### config.mk
export PLATFORM = sky130hd
export DESIGN_NAME = line_buffer_ctrl_flat
export DESIGN_NICKNAME = d
export VERILOG_FILES = /design/src/rtl/line_buffer_ctrl_if.sv /design/src/rtl/line_buffer_ctrl.sv /design/src/flat_wrapper.sv
export SDC_FILE = /design/constraint.sdc
export NUM_CORES = 1
export LEC_CHECK = 0
export ABC_AREA = 1
export CAP_MARGIN = 20
export CORE_MARGIN = 10
export CORE_UTILIZATION = 44
export CTS_CLUSTER_DIAMETER = 100
export DETAILED_ROUTE_END_ITERATION = 7
export GPL_ROUTABILITY_DRIVEN = 1
export PLACE_DENSITY = 0.83
export SLEW_MARGIN = 20
export SYNTH_ARGS = -nofsm -noshare
export SYNTH_HDL_FRONTEND = slang
export SYNTH_SLANG_ARGS = --single-unit
### constraint.sdc
create_clock -name clk -period 2.2 [get_ports clk]
set_clock_uncertainty 0.1 [all_clocks]
set_input_delay 0.33 -clock clk [delete_from_list [all_inputs] [get_ports clk]]
set_output_delay 0.33 -clock clk [all_outputs]
set_load 0.02 [all_outputs]
### src/rtl/line_buffer_ctrl_if.sv
// Raster pixel stream into the line buffer controller.
// The source drives valid/data/last and the controller answers with ready.
interface line_buffer_ctrl_if #(
    parameter int WIDTH = 8
);
    logic             s_valid;
    logic [WIDTH-1:0] s_data;
    logic             s_last;
    logic             s_ready;

    modport master (
        output s_valid, s_data, s_last,
        input  s_ready
    );

    modport slave (
        input  s_valid, s_data, s_last,
        output s_ready
    );
endinterface

### src/rtl/line_buffer_ctrl.sv
// Round-robin line buffer sequencer for a KERNEL-tall FIR window.
// Optional LB_OVF_CHK_EN: flag and drop pixels of overlong lines.
module line_buffer_ctrl #(
    parameter int WIDTH  = 8,
    parameter int LINE_W = 1920,
    parameter int LINES  = 1080,
    parameter int KERNEL = 3,
    parameter int ADDR_W = 11,
    localparam int BW    = (KERNEL > 1) ? $clog2(KERNEL) : 1
) (
    input  logic              clk,
    input  logic              rst,
    line_buffer_ctrl_if.slave s,
    output logic [KERNEL-1:0] bram_we,
    output logic [ADDR_W-1:0] bram_addr,
    output logic [WIDTH-1:0]  bram_din,
    output logic [BW-1:0]     bank_base,
    output logic              win_valid,
    output logic [ADDR_W-1:0] win_col,
    output logic              frame_done,
    output logic              err
);
    localparam int LW = $clog2(LINES + 1);

    typedef enum logic [1:0] {IDLE, FILL, RUN, DONE} state_t;

    state_t            state;
    state_t            state_nxt;
    logic [ADDR_W-1:0] col;
    logic [BW-1:0]     wr_bank;
    logic [BW-1:0]     wr_bank_inc;
    logic [LW-1:0]     line_cnt;
    logic [LW-1:0]     lc_nxt;
    logic              accept;
    logic              line_end;
    logic              frame_end;
    logic              col_end;
    logic              drop;
    logic              wr_en;
    logic              win_fire;

    assign s.s_ready   = ~rst & (state != DONE);
    assign accept      = s.s_valid & s.s_ready;
    assign line_end    = accept & s.s_last;
    assign lc_nxt      = line_cnt + LW'(line_end);
    assign frame_end   = line_end & (line_cnt == LW'(LINES - 1));
    assign col_end     = (col == ADDR_W'(LINE_W - 1));
    assign wr_bank_inc = (wr_bank == BW'(KERNEL - 1)) ? '0 : wr_bank + 1'b1;
    assign wr_en       = accept & ~drop;
    assign win_fire    = wr_en & (state == RUN);

    assign bram_we     = wr_en ? (KERNEL'(1) << wr_bank) : '0;
    assign bram_addr   = col;
    assign bram_din    = s.s_data;
    assign frame_done  = (state == DONE);

`ifdef LB_OVF_CHK_EN
    logic ovf;
    logic ovf_hit;
    logic err_q;

    // Past the last column without s_last the rest of the line is discarded.
    assign ovf_hit = accept & ~s.s_last & col_end;
    assign drop    = ovf;
    assign err     = err_q;

    // Sticky error plus per-line drop flag cleared when the line closes.
    always_ff @(posedge clk) begin
        if (rst) begin
            ovf   <= 1'b0;
            err_q <= 1'b0;
        end else begin
            err_q <= err_q | ovf_hit;
            if (line_end) ovf <= 1'b0;
            else          ovf <= ovf | ovf_hit;
        end
    end
`else
    assign drop = 1'b0;
    assign err  = 1'b0;
`endif

    // State register.
    always_ff @(posedge clk) begin
        if (rst) state <= IDLE;
        else     state <= state_nxt;
    end

    // Next state: line count decides fill vs run, last line ends the frame.
    always_comb begin
        state_nxt = state;
        unique case (state)
            IDLE, FILL, RUN: begin
                if (accept) begin
                    if (frame_end)                     state_nxt = DONE;
                    else if (int'(lc_nxt) >= KERNEL-1) state_nxt = RUN;
                    else                               state_nxt = FILL;
                end
            end
            DONE:    state_nxt = IDLE;
            default: state_nxt = IDLE;
        endcase
    end

    // Column, bank rotation and line counting; frame end rewinds to bank 0.
    always_ff @(posedge clk) begin
        if (rst) begin
            col      <= '0;
            wr_bank  <= '0;
            line_cnt <= '0;
        end else if (line_end) begin
            col      <= '0;
            wr_bank  <= frame_end ? '0 : wr_bank_inc;
            line_cnt <= frame_end ? '0 : lc_nxt;
        end else if (accept) begin
`ifdef LB_OVF_CHK_EN
            col <= col_end ? col : col + 1'b1;
`else
            col <= col_end ? '0 : col + 1'b1;
`endif
        end
    end

    // Window tags follow the 1-cycle BRAM read of the accepted column.
    always_ff @(posedge clk) begin
        if (rst) begin
            win_valid <= 1'b0;
            win_col   <= '0;
            bank_base <= '0;
        end else begin
            win_valid <= win_fire;
            if (win_fire) begin
                win_col   <= col;
                bank_base <= wr_bank_inc;
            end
        end
    end
endmodule
### src/flat_wrapper.sv
// flat-port wrapper written by rule: the top's interface ports become plain ports
module line_buffer_ctrl_flat 
#(
    parameter int WIDTH  = 8,
    parameter int LINE_W = 1920,
    parameter int LINES  = 1080,
    parameter int KERNEL = 3,
    parameter int ADDR_W = 11,
    localparam int BW    = (KERNEL > 1) ? $clog2(KERNEL) : 1
)
  (clk, rst, bram_we, bram_addr, bram_din, bank_base, win_valid, win_col, frame_done, err, s_s_valid, s_s_data, s_s_last, s_s_ready);
  line_buffer_ctrl_if #(.WIDTH(WIDTH)) s_i ();
  input  logic clk;
  input  logic rst;
  output logic [KERNEL-1:0] bram_we;
  output logic [ADDR_W-1:0] bram_addr;
  output logic [WIDTH-1:0] bram_din;
  output logic [BW-1:0] bank_base;
  output logic win_valid;
  output logic [ADDR_W-1:0] win_col;
  output logic frame_done;
  output logic err;
  input wire logic [$bits(s_i.s_valid)-1:0] s_s_valid;
  input wire logic [$bits(s_i.s_data)-1:0] s_s_data;
  input wire logic [$bits(s_i.s_last)-1:0] s_s_last;
  output wire logic [$bits(s_i.s_ready)-1:0] s_s_ready;
  assign s_i.s_valid = s_s_valid;
  assign s_i.s_data = s_s_data;
  assign s_i.s_last = s_s_last;
  assign s_s_ready = s_i.s_ready;
  line_buffer_ctrl #(.WIDTH(WIDTH), .LINE_W(LINE_W), .LINES(LINES), .KERNEL(KERNEL), .ADDR_W(ADDR_W)) u_core (.clk(clk), .rst(rst), .s(s_i), .bram_we(bram_we), .bram_addr(bram_addr), .bram_din(bram_din), .bank_base(bank_base), .win_valid(win_valid), .win_col(win_col), .frame_done(frame_done), .err(err));
endmodule
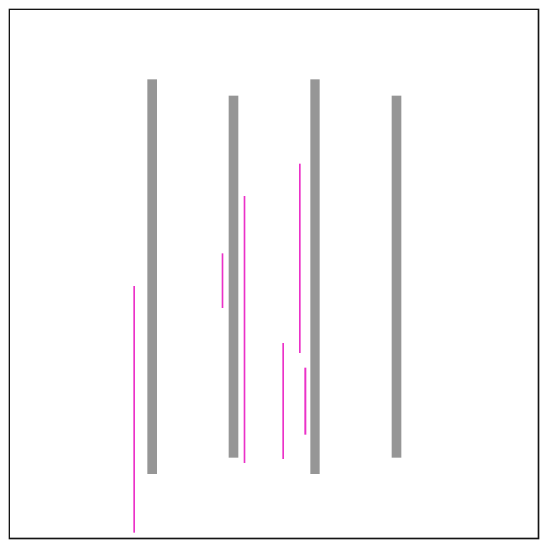
**Above:** the metal 4 layer.
(6 px per um) Supply wires on this layer in grey.
wire length on this layer	155 um
main direction	vertical
longest straight run	44.2 um
share of all routed wire	2.7%

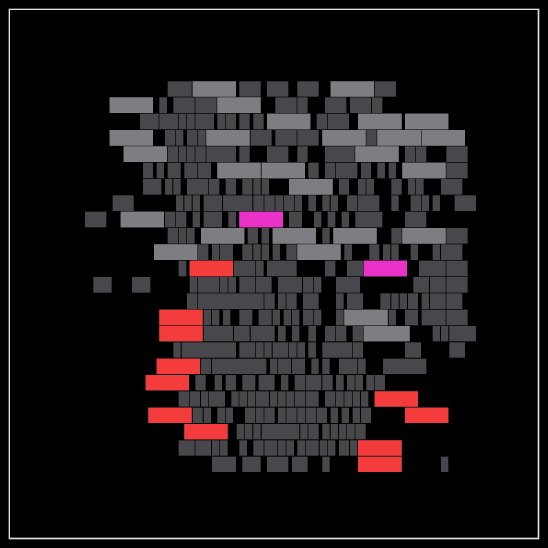
**Above:** where the registers sit.
(6 px per um) Other sequential cells in the stronger grey, the rest of the logic in the fainter grey.
colour	signal	placed flops
red	u_core.line_cnt	11
magenta	u_core.bank_base	2
not coloured	27

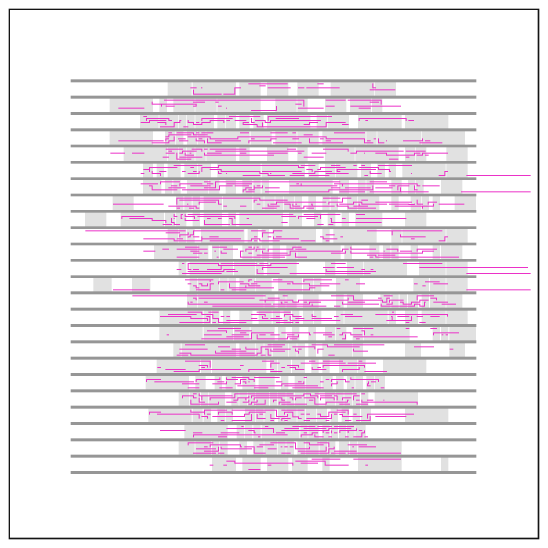
**Above:** signal wires on met1.
(6 px per um) Supply wires on this layer in grey.
main direction	horizontal
share of all routed wire	41%
longest straight run	23.2 um
wire length on this layer	2330 um

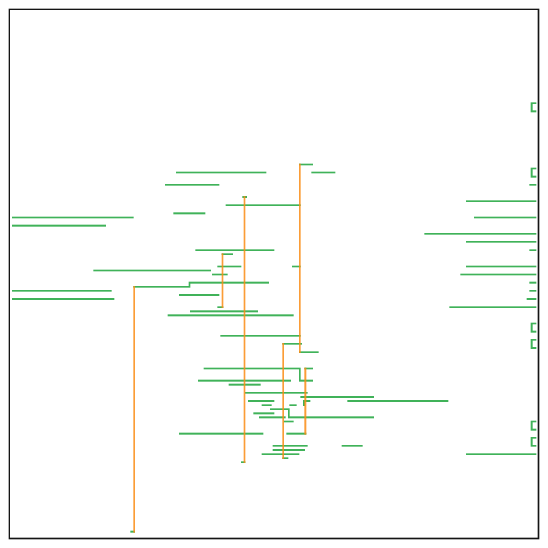
**Above:** signal wires by layer.
(6 px per um) Only two layers are drawn.
colour	layer	wire length
green	M3	511 um
orange	M4	155 um

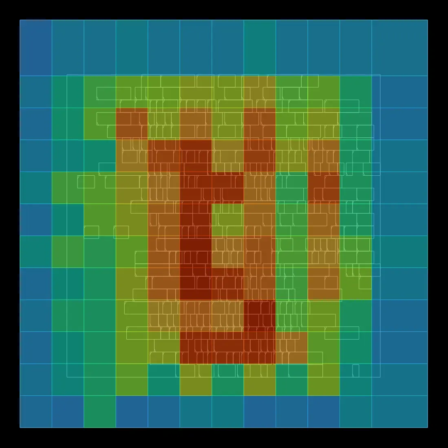
**Above:** routing congestion.
GR Layer Usage met2: 23.3%
met1 Use GR: 18.4%
Total GRT Usage: 14.9%
busiest grt layer: met2
drt wl/cell: 14.7 um

==> Changelog: implementation <==
## Flow update

- Post-route DRC: 0
- Critical path class: reg -> reg
- R2R Path Start: u_core.state[0]
- Starting DRT DRC Count: around 230
- Total negative slack: 0 ns
- Antenna Violating Nets Remaining: 0
- Number of flops mapped to enable cells by yosys: 0
- Endpoints failing setup: 0
- Ys cells: 291
- Clock Tree Root: clkbuf_8
- CTS buffer count: 5
- Sink Count: 40
- Fin. Hold Viols: 0
- DR pass1 iterations: 5
- Largest net degree at the start of global routing: 24
- Final WL: between 5 and 6 mm
- Clock Latency Late Sink: around 0.29 ns
- Max Slew Vio Count: 0
- Crit Reg-Reg Endpoint: u_core.state[1]
- TritonCTS clock tree: done
- CP Data Arrival Time: between 2 and 2.5 ns
- Avg Vias per Cell: between 5 and 6
- Routability congestion estimate from global placement: 0.973
- Layout Area Growth over Synthesis: 30.9%
- Chip area line of the yosys report: about 0.0020 sq mm
- Worst hold start: rst
- Multi-input gate area: around 0.0010 sq mm
- Synthesized instance count: roughly 290
- # rows: 24
- Post-placement cell area: between 0.002 and 0.0025 sq mm
- Mapped Area: around 0.0020 sq mm
- Crit path DRT: 2.29 ns
- Tightest hold margin: around 0.3 ns
- Crit path launch type: flip-flop
- Die y size: slightly below 90 um
- Sequential Area: between 800 and 900 sq um
- Clock slew seen by the registers of the worst setup and hold paths: 0.07 ns
- Fin cells: 388
- Tool warnings: 26
- Synth area leader: dfxtp_1
- NumNets Final: 350
- Crit-path max FO: 4
- CTS Buffer Depth: 2
- Maximum VDD drop: approximately 0.00022 V
- WHS Path Cells: 3
- Layout cell share with drive strength beyond 1: between 15 and 20%
- Worst Hold Path EP: u_core.bank_base[0]
- Global route total overflow: 0
- CORE AREA: between 0.004 and 0.005 sq mm
- R2r setup slk: approximately 0.11 ns
- Synth async-reset ratio: 0%
- Hold Crit Class: in -> reg
- Chip width: between 80 and 90 um
- First-pass GRT wire length: ~9.3 mm
- Yosys synthesis warning count: 0
- Prevailing post-synth register cell: dfxtp_1
- Seq cells post-synth: 40
- Top cells by area: dfxtp_1 (39%), nand2_1 (11%), inv_1 (7.2%)
- Die area: 0.00774 sq mm
- DR vias: 2094
- Initial antenna violation count: 0
- Outcome: finished clean
- R2r worst-path depth: 16
- PwrDens: about 580 mW/mm^2
- H-tree levels: 2
- Peak Freq: 480 MHz
- Number of hold buffers added after CTS: 0
- Inst Count DP: roughly 380
- FILL cells: between 300 and 400
- Leak pwr: between 1 and 1.5 nW
- Syn Area/Cell: roughly 7.0 sq um
- Seq/Total Area, Yosys: about two fifths
- ANT cells: 0
- I/O Pins: between 50 and 60
- HPWL Detailed: 3.92 mm
- Cell with the most instances after synthesis: nand2_1
- Syn Nets: a little over 300
- Final min period: 2.09 ns
- FP Core Util: 46.0%
- Vias in the first global route: about 1900
- Cell area after layout: between 0.002 and 0.003 sq mm
- Final core occ: 60.3%
- I/O Buffers: 33
- Max-cap violations: 0
- Area share, top type: slightly below 40%
- Top cells by count, synth: nand2_1 (60), dfxtp_1 (40), inv_1 (39)
- Distinct lib cells used: 27
- Final worst path period share: between 90% and 100%
- Nature of the critical path endpoint: flip-flop
==> state kept, by name, summed over array words and instances, names as in the netlist <==
register,flops
u_core.bram_addr,11
u_core.line_cnt,11
u_core.win_col,11
u_core.bank_base,2
u_core.state,2
u_core.wr_bank,2
u_core.win_valid,1
==> cell families after synthesis <==
logic type                 count (synthesis)  synth area share, %
and+or+nand+nor                          134                 30.0
buffers and inverters                     58                 13.1
AOI/OAI and AO/OA                         54                 14.9
DFF                                       40                 39.4
adders and majority gates                  3                 1.85
muxes                                      1                0.493
other                                      1                0.185
==> report_power, final <==
group | switching, W | total (W) | internal (W) | leakage, nW
logic | 0.0000909 | 0.000153 | 0.0000622 | 0.707
clock network | 0.000258 | 0.000629 | 0.000371 | 0.0614
registers | 0.0000113 | 0.000752 | 0.000740 | 0.324
total | 0.000361 | 0.00153 | 0.00117 | 1.09
==> area by class of cell <==
class,instances,share of cell area (%)
Clock buffer,6,3.10
Clock inverter,2,1.46
Tap cell,52,2.45
Sequential cell,40,30.2
Timing Repair Buffer,51,17.5
Inverter,44,6.59
Multi-Input combinational cell,193,38.7
==> how the worst max path moves through the flow <==
stage | from | endpoint | slack (ns) | depth (start not counted)
floorplan | u_core.state[0] | u_core.state[1] | 0.002 | 16
global placement | rst | u_core.state[0] | -0.31 | 18
detailed placement | rst | u_core.state[0] | -0.36 | 18
CTS | rst | u_core.state[1] | 0.0005 | 16
global route | u_core.state[0] | u_core.state[1] | -0.07 | 16
finish | u_core.state[0] | u_core.state[1] | 0.11 | 16
==> cell usage in the layout, fill, tap and decap left out, types with 2 or more instances in the layout <==
cell type,Yosys,layout
nand2_2,0,4
o21ai_0,29,29
nand2_4,2,2
o21ai_2,3,3
nand3_1,20,18
o21bai_1,2,2
inv_2,3,6
nand2_1,60,56
ha_4,0,2
clkdlybuf4s50_1,0,28
nor2_4,2,3
dlymetal6s2s_1,0,2
nor2_1,32,29
nor2_2,1,3
clkbuf_8,0,6
nand4_1,7,7
dfxtp_1,40,39
buf_4,9,18
dlygate4sd2_1,0,3
a21oi_2,3,3
a21oi_1,16,16
inv_1,39,36
nor3_1,8,8
==> critical path: stages (launching register included) <==
cell     delay (ns)
dfxtp_2        0.33
nand2_2        0.09
nand2_4        0.07
nor2_8         0.12
inv_8          0.05
nor2_4         0.12
ha_4           0.18
ha_4           0.16
nand3_4        0.09
nand2_2        0.11
nand2_2        0.06
nor2_2         0.12
nand3_1        0.09
nor2_1         0.12
nand3_1        0.07
nand2_1        0.07
inv_1          0.03
==> routing by layer <==
layer  share of wire [%]  vias to the layer above  track usage, %
met4                 2.7                        0            7.54
met5                   0                        -               0
met3                 8.9                       15            3.99
met2                  47                       95            23.3
met1                  41                      972            18.4
li1                    -                     1012               -
==> through the flow <==
stage          power (W)  worst slack, ns
2_1_floorplan   0.000873          0.00177
3_3_place_gp    0.000912           -0.313
3_5_place_dp    0.000915           -0.358
4_1_cts          0.00154         0.000531
5_1_grt          0.00158          -0.0661
6_report         0.00153            0.115
==> what timing repair did <==
item / CTS / global route
gates resized: 12 / 12
endpoints found under the setup margin: 6 / 11
buffers inserted: 2 / 3
pin swaps: 3 / 9
Power figures rest on the tool's default switching activity, not on a simulated workload.
